<file path="src/rtl/fb_pkg.sv">
// Shared frame-buffer types: geometry, the queued write record and the arbiter FSM states.
package fb_pkg;
  localparam int FB_ADDR_W = 12;
  localparam int FB_DATA_W = 8;
  localparam int FB_WORDS  = 4096;

  typedef struct packed {
    logic [FB_ADDR_W-1:0] addr;
    logic [FB_DATA_W-1:0] data;
  } fb_wr_t;

  typedef enum logic [1:0] {IDLE, DRAIN, CLEAR} fb_state_e;
endpackage

</file>
<file path="src/rtl/fb_wr_fifo.sv">
// Synchronous FIFO of pending render writes; dout is valid whenever empty is low.
module fb_wr_fifo
  import fb_pkg::*;
#(
  parameter int DEPTH = 16
) (
  input  logic   clk,
  input  logic   reset,
  input  logic   push,
  input  logic   pop,
  input  logic   flush,
  input  fb_wr_t din,
  output logic   full,
  output logic   empty,
  output fb_wr_t dout
);
  localparam int AW = $clog2(DEPTH);

  fb_wr_t        mem [DEPTH];
  logic [AW-1:0] wptr, rptr;
  logic [AW:0]   count;
  logic          do_push, do_pop;

  assign full    = (count == (AW+1)'(DEPTH));
  assign empty   = (count == '0);
  assign do_push = push && !full;
  assign do_pop  = pop && !empty;
  assign dout    = mem[rptr];

  // Flush wins over a same-cycle push: everything queued before the clear is dropped.
  always_ff @(posedge clk) begin
    if (!reset || flush) begin
      wptr  <= '0;
      rptr  <= '0;
      count <= '0;
    end else begin
      if (do_push) wptr <= wptr + AW'(1);
      if (do_pop)  rptr <= rptr + AW'(1);
      case ({do_push, do_pop})
        2'b10:   count <= count + (AW+1)'(1);
        2'b01:   count <= count - (AW+1)'(1);
        default: count <= count;
      endcase
    end
  end

  always_ff @(posedge clk) begin
    if (do_push) mem[wptr] <= din;
  end
endmodule

</file>
<file path="src/rtl/fb_write_arbiter.sv">
// Shares the single-port frame buffer between scanout (display_on) and queued
// render writes / a full-screen clear that only run during blanking.
module fb_write_arbiter
  import fb_pkg::*;
#(
  parameter int                   DEPTH       = 16,
  parameter logic [FB_DATA_W-1:0] CLEAR_VALUE = 8'h00
) (
  input  logic                 clk,
  input  logic                 reset,
  input  logic                 display_on,
  input  logic [FB_ADDR_W-1:0] vid_addr,
  output logic [FB_DATA_W-1:0] vid_data,
  input  logic                 wr_valid,
  input  logic [FB_ADDR_W-1:0] wr_addr,
  input  logic [FB_DATA_W-1:0] wr_data,
  output logic                 wr_ready,
  input  logic                 clear_req,
  output logic                 clear_busy,
  output logic                 overflow,
  output logic [FB_ADDR_W-1:0] ram_addr,
  output logic                 ram_we,
  output logic [FB_DATA_W-1:0] ram_wdata,
  input  logic [FB_DATA_W-1:0] ram_rdata
);
  localparam int                   STAGES  = 1;
  localparam logic [FB_ADDR_W-1:0] CLR_END = FB_ADDR_W'(FB_WORDS - 1);

  fb_state_e            state, state_nxt;
  logic [FB_ADDR_W-1:0] clr_cnt;
  logic [STAGES:0]      vld_pipe;
  logic                 full, empty, push, pop, flush, clear_step;
  fb_wr_t               din, dout;

  assign clear_busy = (state == CLEAR);
  assign wr_ready   = !full && !clear_busy;
  assign push       = wr_valid && wr_ready;
  assign din        = '{addr: wr_addr, data: wr_data};

  fb_wr_fifo #(.DEPTH(DEPTH)) u_fifo (
    .clk  (clk),
    .reset(reset),
    .push (push),
    .pop  (pop),
    .flush(flush),
    .din  (din),
    .full (full),
    .empty(empty),
    .dout (dout)
  );

  // IDLE issues the first pop itself so a drain starts on the first blanking cycle.
  always_comb begin
    state_nxt  = state;
    pop        = 1'b0;
    flush      = 1'b0;
    clear_step = 1'b0;
    case (state)
      IDLE: begin
        if (clear_req) begin
          state_nxt = CLEAR;
          flush     = 1'b1;
        end else if (!empty && !display_on) begin
          state_nxt = DRAIN;
          pop       = 1'b1;
        end
      end
      DRAIN: begin
        if (clear_req) begin
          state_nxt = CLEAR;
          flush     = 1'b1;
        end else if (empty) begin
          state_nxt = IDLE;
        end else if (!display_on) begin
          pop = 1'b1;
        end
      end
      CLEAR: begin
        if (!display_on) begin
          clear_step = 1'b1;
          if (clr_cnt == CLR_END) state_nxt = IDLE;
        end
      end
      default: state_nxt = IDLE;
    endcase
  end

  always_ff @(posedge clk) begin
    if (!reset) begin
      state     <= IDLE;
      clr_cnt   <= '0;
      vld_pipe  <= '0;
      vid_data  <= '0;
      overflow  <= 1'b0;
      ram_addr  <= '0;
      ram_we    <= 1'b0;
      ram_wdata <= '0;
    end else begin
      state    <= state_nxt;
      vld_pipe <= {vld_pipe[STAGES-1:0], display_on};
      // vld_pipe[STAGES] lines up with the ram_rdata returned for vid_addr two cycles back.
      vid_data <= vld_pipe[STAGES] ? ram_rdata : '0;
      overflow <= overflow | (wr_valid && !wr_ready);

      if (flush)
        clr_cnt <= '0;
      else if (clear_step && clr_cnt != CLR_END)
        clr_cnt <= clr_cnt + FB_ADDR_W'(1);

      ram_we <= 1'b0;
      if (display_on) begin
        ram_addr <= vid_addr;
      end else if (pop) begin
        ram_we    <= 1'b1;
        ram_addr  <= dout.addr;
        ram_wdata <= dout.data;
      end else if (clear_step) begin
        ram_we    <= 1'b1;
        ram_addr  <= clr_cnt;
        ram_wdata <= CLEAR_VALUE;
      end
    end
  end
endmodule

</file>
<file path="config.mk">
export PLATFORM = sky130hd
export DESIGN_NAME = fb_write_arbiter
export DESIGN_NICKNAME = d
export VERILOG_FILES = /design/src/rtl/fb_pkg.sv /design/src/rtl/fb_wr_fifo.sv /design/src/rtl/fb_write_arbiter.sv
export SDC_FILE = /design/constraint.sdc
export NUM_CORES = 1
export LEC_CHECK = 0
export ABC_AREA = 1
export CAP_MARGIN = 20
export CELL_PAD_IN_SITES_DETAIL_PLACEMENT = 1
export CELL_PAD_IN_SITES_GLOBAL_PLACEMENT = 2
export CORE_MARGIN = 2
export CORE_UTILIZATION = 30
export CTS_BUF_LIST = sky130_fd_sc_hd__clkbuf_4
export CTS_CLUSTER_SIZE = 8
export DETAILED_ROUTE_END_ITERATION = 10
export HOLD_SLACK_MARGIN = 0.08
export PLACE_DENSITY = 0.71
export SYNTH_ARGS = -nofsm -noshare
export SYNTH_HDL_FRONTEND = slang
export SYNTH_SLANG_ARGS = --single-unit
</file>
<file path="constraint.sdc">
create_clock -name clk -period 3.1 [get_ports clk]
set_clock_uncertainty 0.2 [all_clocks]
set_input_delay 0.62 -clock clk [delete_from_list [all_inputs] [get_ports clk]]
set_output_delay 0.62 -clock clk [all_outputs]
set_load 0.1 [all_outputs]
</file>
### Clock wires, drivers and flops

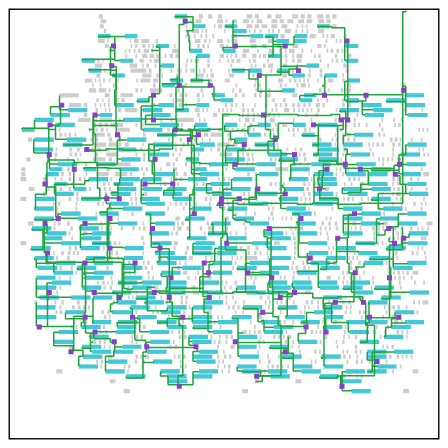
[clock wires] green | length: 5940 microns
[flip-flops] cyan | count: 383
[clock drivers] purple | count: 107
routed clock nets: 108

### Routed metal, one colour a layer

Scale bar: 50 microns.
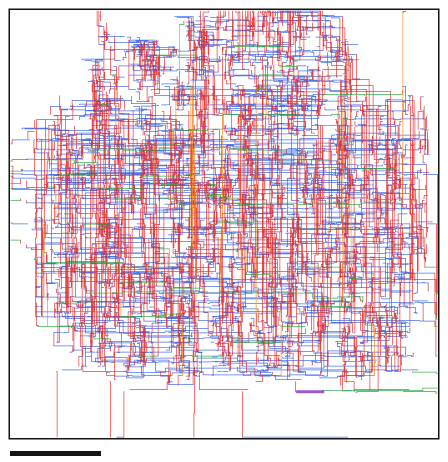
[metal 5] purple | wire length: 13.8 microns
[metal 1] blue | wire length: 21.5 mm
[metal 3] green | wire length: 1830 microns
[metal 4] orange | wire length: 1550 microns
[metal 2] red | wire length: 24.7 mm
Total Routed Length: 49.6 mm
total track usage: 18.0%
via count: 11800
WL/cell: 19.9 microns

==> impl_results.rst <==
Physical design figures
=======================

.. list-table::
   :header-rows: 1

   * - Metric
     - Value
   * - Share of the yosys chip area belonging to registers
     - 67.3%
   * - Element type at the critical path end
     - primary output
   * - Share of power burned in combinational logic
     - 7.2%
   * - Total cells reported by yosys after synthesis
     - 1557
   * - Gr ovfl total
     - 0
   * - Post-route ant nets
     - 0
   * - Worst hold path cell count
     - 3
   * - Yosys Chip Area
     - 0.0162 sq mm
   * - Hold slack
     - 205 ps
   * - Most frequently placed logic cells in the final layout
     - nand2_1, edfxtp_1, nand3_1, clkbuf_4, inv_1
   * - Total number of warnings across the stage logs
     - 34
   * - TritonCTS Sinks
     - 383
   * - Clock tree from TritonCTS
     - built
   * - Area delta synth->final
     - 19.8%
   * - Detailed Routing Iterations Pass 1
     - 5
   * - First-pass GRT wire length
     - 75.3 mm
   * - Post-placement cell count
     - 2286
   * - Critical path data arrival time
     - 1970 ps
   * - Sum Neg Setup Slack
     - 0 ps
   * - Clk buf depth
     - 3
   * - Initial antenna violation count
     - 3
   * - Post-Synthesis Mean Instance Area
     - 10.4 sq um
   * - Post-Synthesis Net Count
     - 1612
   * - Worst-case setup margin in the final layout
     - 310 ps
   * - Reg power frac
     - 50.9%
   * - Endpoint, Worst Hold
     - ram_addr[1]
   * - Total number of H-tree levels
     - 3
   * - Sequential cell power
     - 5.68 mW
   * - Quantity of gates resized following cts
     - 0
   * - Cell type with the largest total area after synthesis
     - edfxtp_1
   * - Commonest cells in the netlist
     - nand2_1, edfxtp_1, nand3_1, inv_1, dfxtp_1
   * - Synthesis warning total
     - 0
   * - Clock buffers created by TritonCTS
     - 107
   * - Fraction of synthesized cell area taken by the top area cell type
     - 59.5%
   * - Number of distinct library cells after synthesis
     - 35
   * - Flip-flop and latch count after synthesis
     - 383
   * - Total number of nets in the final design
     - 1762
   * - Power spent charging and discharging nets
     - 2.81 mW
   * - Commonest flop
     - edfxtp_1
   * - Count of mapped cells out of synthesis
     - 1557
   * - Min-delay src
     - vid_addr[1]
   * - Vias in the first global route
     - 12700
   * - Synth top area cells
     - edfxtp_1, nand2_1, nand3_1
   * - Unrepaired setup endpoints after global routing
     - false
   * - Count of pins over their slew limit
     - 0
   * - Logic area
     - 0.00432 sq mm
   * - Number of rows in the core area
     - 85
   * - FMAX
     - 358 MHz
   * - Chip Height
     - 236 microns
   * - Critical setup path kind
     - reg2out
   * - Clock power frac
     - 41.9%
   * - Area after detailed placement
     - 0.0179 sq mm
   * - Max-capacitance violation count
     - 0
   * - Slew at the pin closest to its max-slew limit
     - 904 ps
   * - Setup violators final
     - 0
   * - Total power
     - 11.2 mW
   * - Pwr top
     - registers
   * - Max Fanout on Critical Path
     - 4
   * - Fraction of power spent switching nets
     - 25.2%
   * - Post-synth ARST share
     - 0%
   * - Most numerous cell in the Yosys netlist
     - nand2_1
   * - Most frequent logic cell in the layout
     - nand2_1
   * - Capture point of the worst reg-to-reg path
     - u_fifo.count[4]
   * - Clock-pin slew reported for the worst setup and hold paths after clock tree synthesis
     - 70 ps
   * - CTS Root Cell
     - clkbuf_4
   * - Final Util
     - 36.2%
   * - Placer's final routability congestion estimate
     - 0.791
   * - Fraction of final layout cells with drive strength greater than 1
     - 16.2%
   * - Cell Area, Synth
     - 0.0162 sq mm
   * - Internal power contribution
     - 8.35 mW
   * - Filler Cell Count
     - 6054
   * - Post-placement setup slack
     - 186 ps
   * - Number of hold buffers added after cts
     - 8
   * - Area taken by flip-flops and latches
     - 0.0109 sq mm
   * - Remaining design rule violation count
     - 0
   * - Critical path startpoint category
     - register
   * - Worst vdd ir
     - 215 uV
   * - Area enclosed by the die boundary
     - 0.0557 sq mm
   * - Register-to-register path setup slack
     - 650 ps
   * - Clock group total power
     - 4.68 mW
   * - Final period demand of the worst path
     - 2790 ps
   * - Final Hold Violating Endpoints
     - 0
   * - Final instance area
     - 0.0194 sq mm
   * - Standby leakage power
     - 7.46 nW
   * - Post-detailed-placement half-perimeter wirelength
     - 27.9 mm
   * - Length in cells of the worst reg-to-reg path
     - 14
   * - Required time at the endpoint of the critical path
     - 2280 ps
   * - Comb. pwr
     - 0.803 mW
   * - Skew-Pair Late Insertion Delay
     - 820 ps
   * - Kind of path behind the tightest hold check
     - in2reg
   * - Via density
     - 4.73
   * - Period utilisation layout
     - 90.0%
   * - Relative slew margins
     - 39.7%
   * - Reg2Reg Launch Point
     - u_fifo.count[0]
   * - Ratio of total power to cell area
     - 577 mW/mm^2
   * - DRT iter0 DRCs
     - 607
   * - Run status
     - finished, final reports clean
   * - Number of flops mapped to enable cells by yosys
     - 320
   * - Die Wd
     - 236 microns
   * - Core utilization before placement
     - 30.2%
   * - Largest net degree at the start of global routing
     - 161
   * - Post-CTS setup buffers
     - 0
### I/O nets highlighted

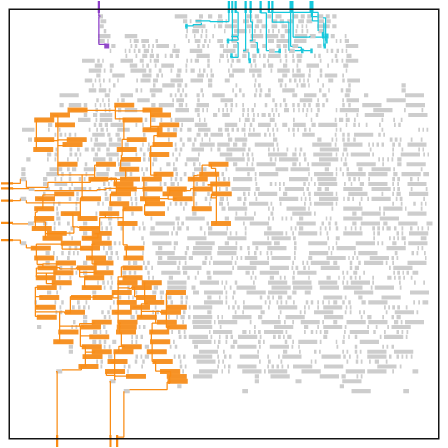
[`vid_addr`] cyan | bits: 12 | direction: input | edge: top | end cells: 12 | buffers: 12 | wire: 354 microns
[`wr_data`] orange | bits: 8 | direction: input | edge: 5 left, 3 bottom | end cells: 128 | buffers: 8 | wire: 1580 microns
[`wr_ready`] purple | bits: 1 | direction: output | edge: top | end cells: 1 | buffers: 1 | wire: 22.8 microns
count of port buffers added during placement: 76
Top Ports: 77

### Placement view

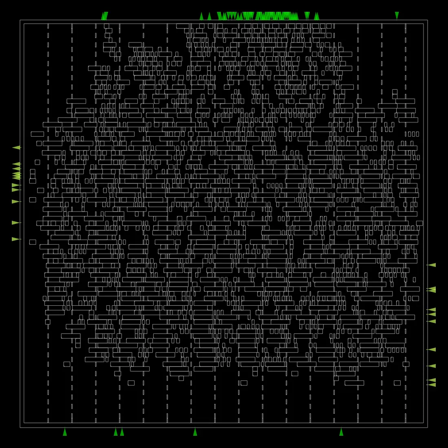
core box area: 0.0535 sq mm
count of placed standard cells in the final layout, fillers left out: 2492
# Taps: 696

==> sequential cells by signal, indices dropped and copies added (netlist names), named ones only <==
name,cells
u_fifo.rptr,4
u_fifo.mem,320
overflow,1
state,2
ram_we,1
u_fifo.count,5
vid_data,8
ram_addr,12
clr_cnt,12
vld_pipe,2
u_fifo.wptr,4
ram_wdata,8
==> cells by family (layout without fill, tap and decap cells) <==
logic type / Yosys count / count (layout) / synth area share (%)
and+or+nand+nor: 839 / 839 / 22.0
buffers and inverters: 233 / 470 / 6.40
AOI/OAI and AO/OA: 78 / 78 / 2.79
DFF: 383 / 383 / 67.3
xor gates and xnor gates: 14 / 14 / 0.759
adders and majority gates: 10 / 10 / 0.774
other: 0 / 2 / 0
==> worst max path at each step <==
stage	end	slack, ps	startpoint	cells after the start
finish	wr_ready	310	u_fifo.count[0]	5
global route	wr_ready	130	u_fifo.count[0]	5
CTS	wr_ready	200	u_fifo.count[0]	5
detailed placement	u_fifo.count[4]	190	clear_req	13
global placement	u_fifo.count[4]	180	clear_req	13
floorplan	u_fifo.count[4]	-70	state[1]	15
==> critical path, cell delays in order (launching register included) <==
cell,delay (ps)
dfxtp_1,360
nor2_2,180
nand4_1,110
nand2_2,140
clkinvlp_4,130
buf_4,240
==> metal layers <==
metal	track usage (%)	routed length [microns]	up-vias
met4	7.43	1550	2
met2	31.3	24700	242
met1	21.8	21500	5895
met5	0	13	-
met3	3.45	1830	85
li1	-	-	5564
==> area by class of cell <==
class / count / share of cell area [%]
multi-input cells: 941 / 22.3
clock buffers: 157 / 6.09
diodes: 2 / 0.0259
inverters: 152 / 2.98
clock inverters: 39 / 1.07
repair buffers: 122 / 6.76
flip-flops and latches: 383 / 56.2
well taps: 696 / 4.50
Power is estimated from default activity; no workload was simulated.
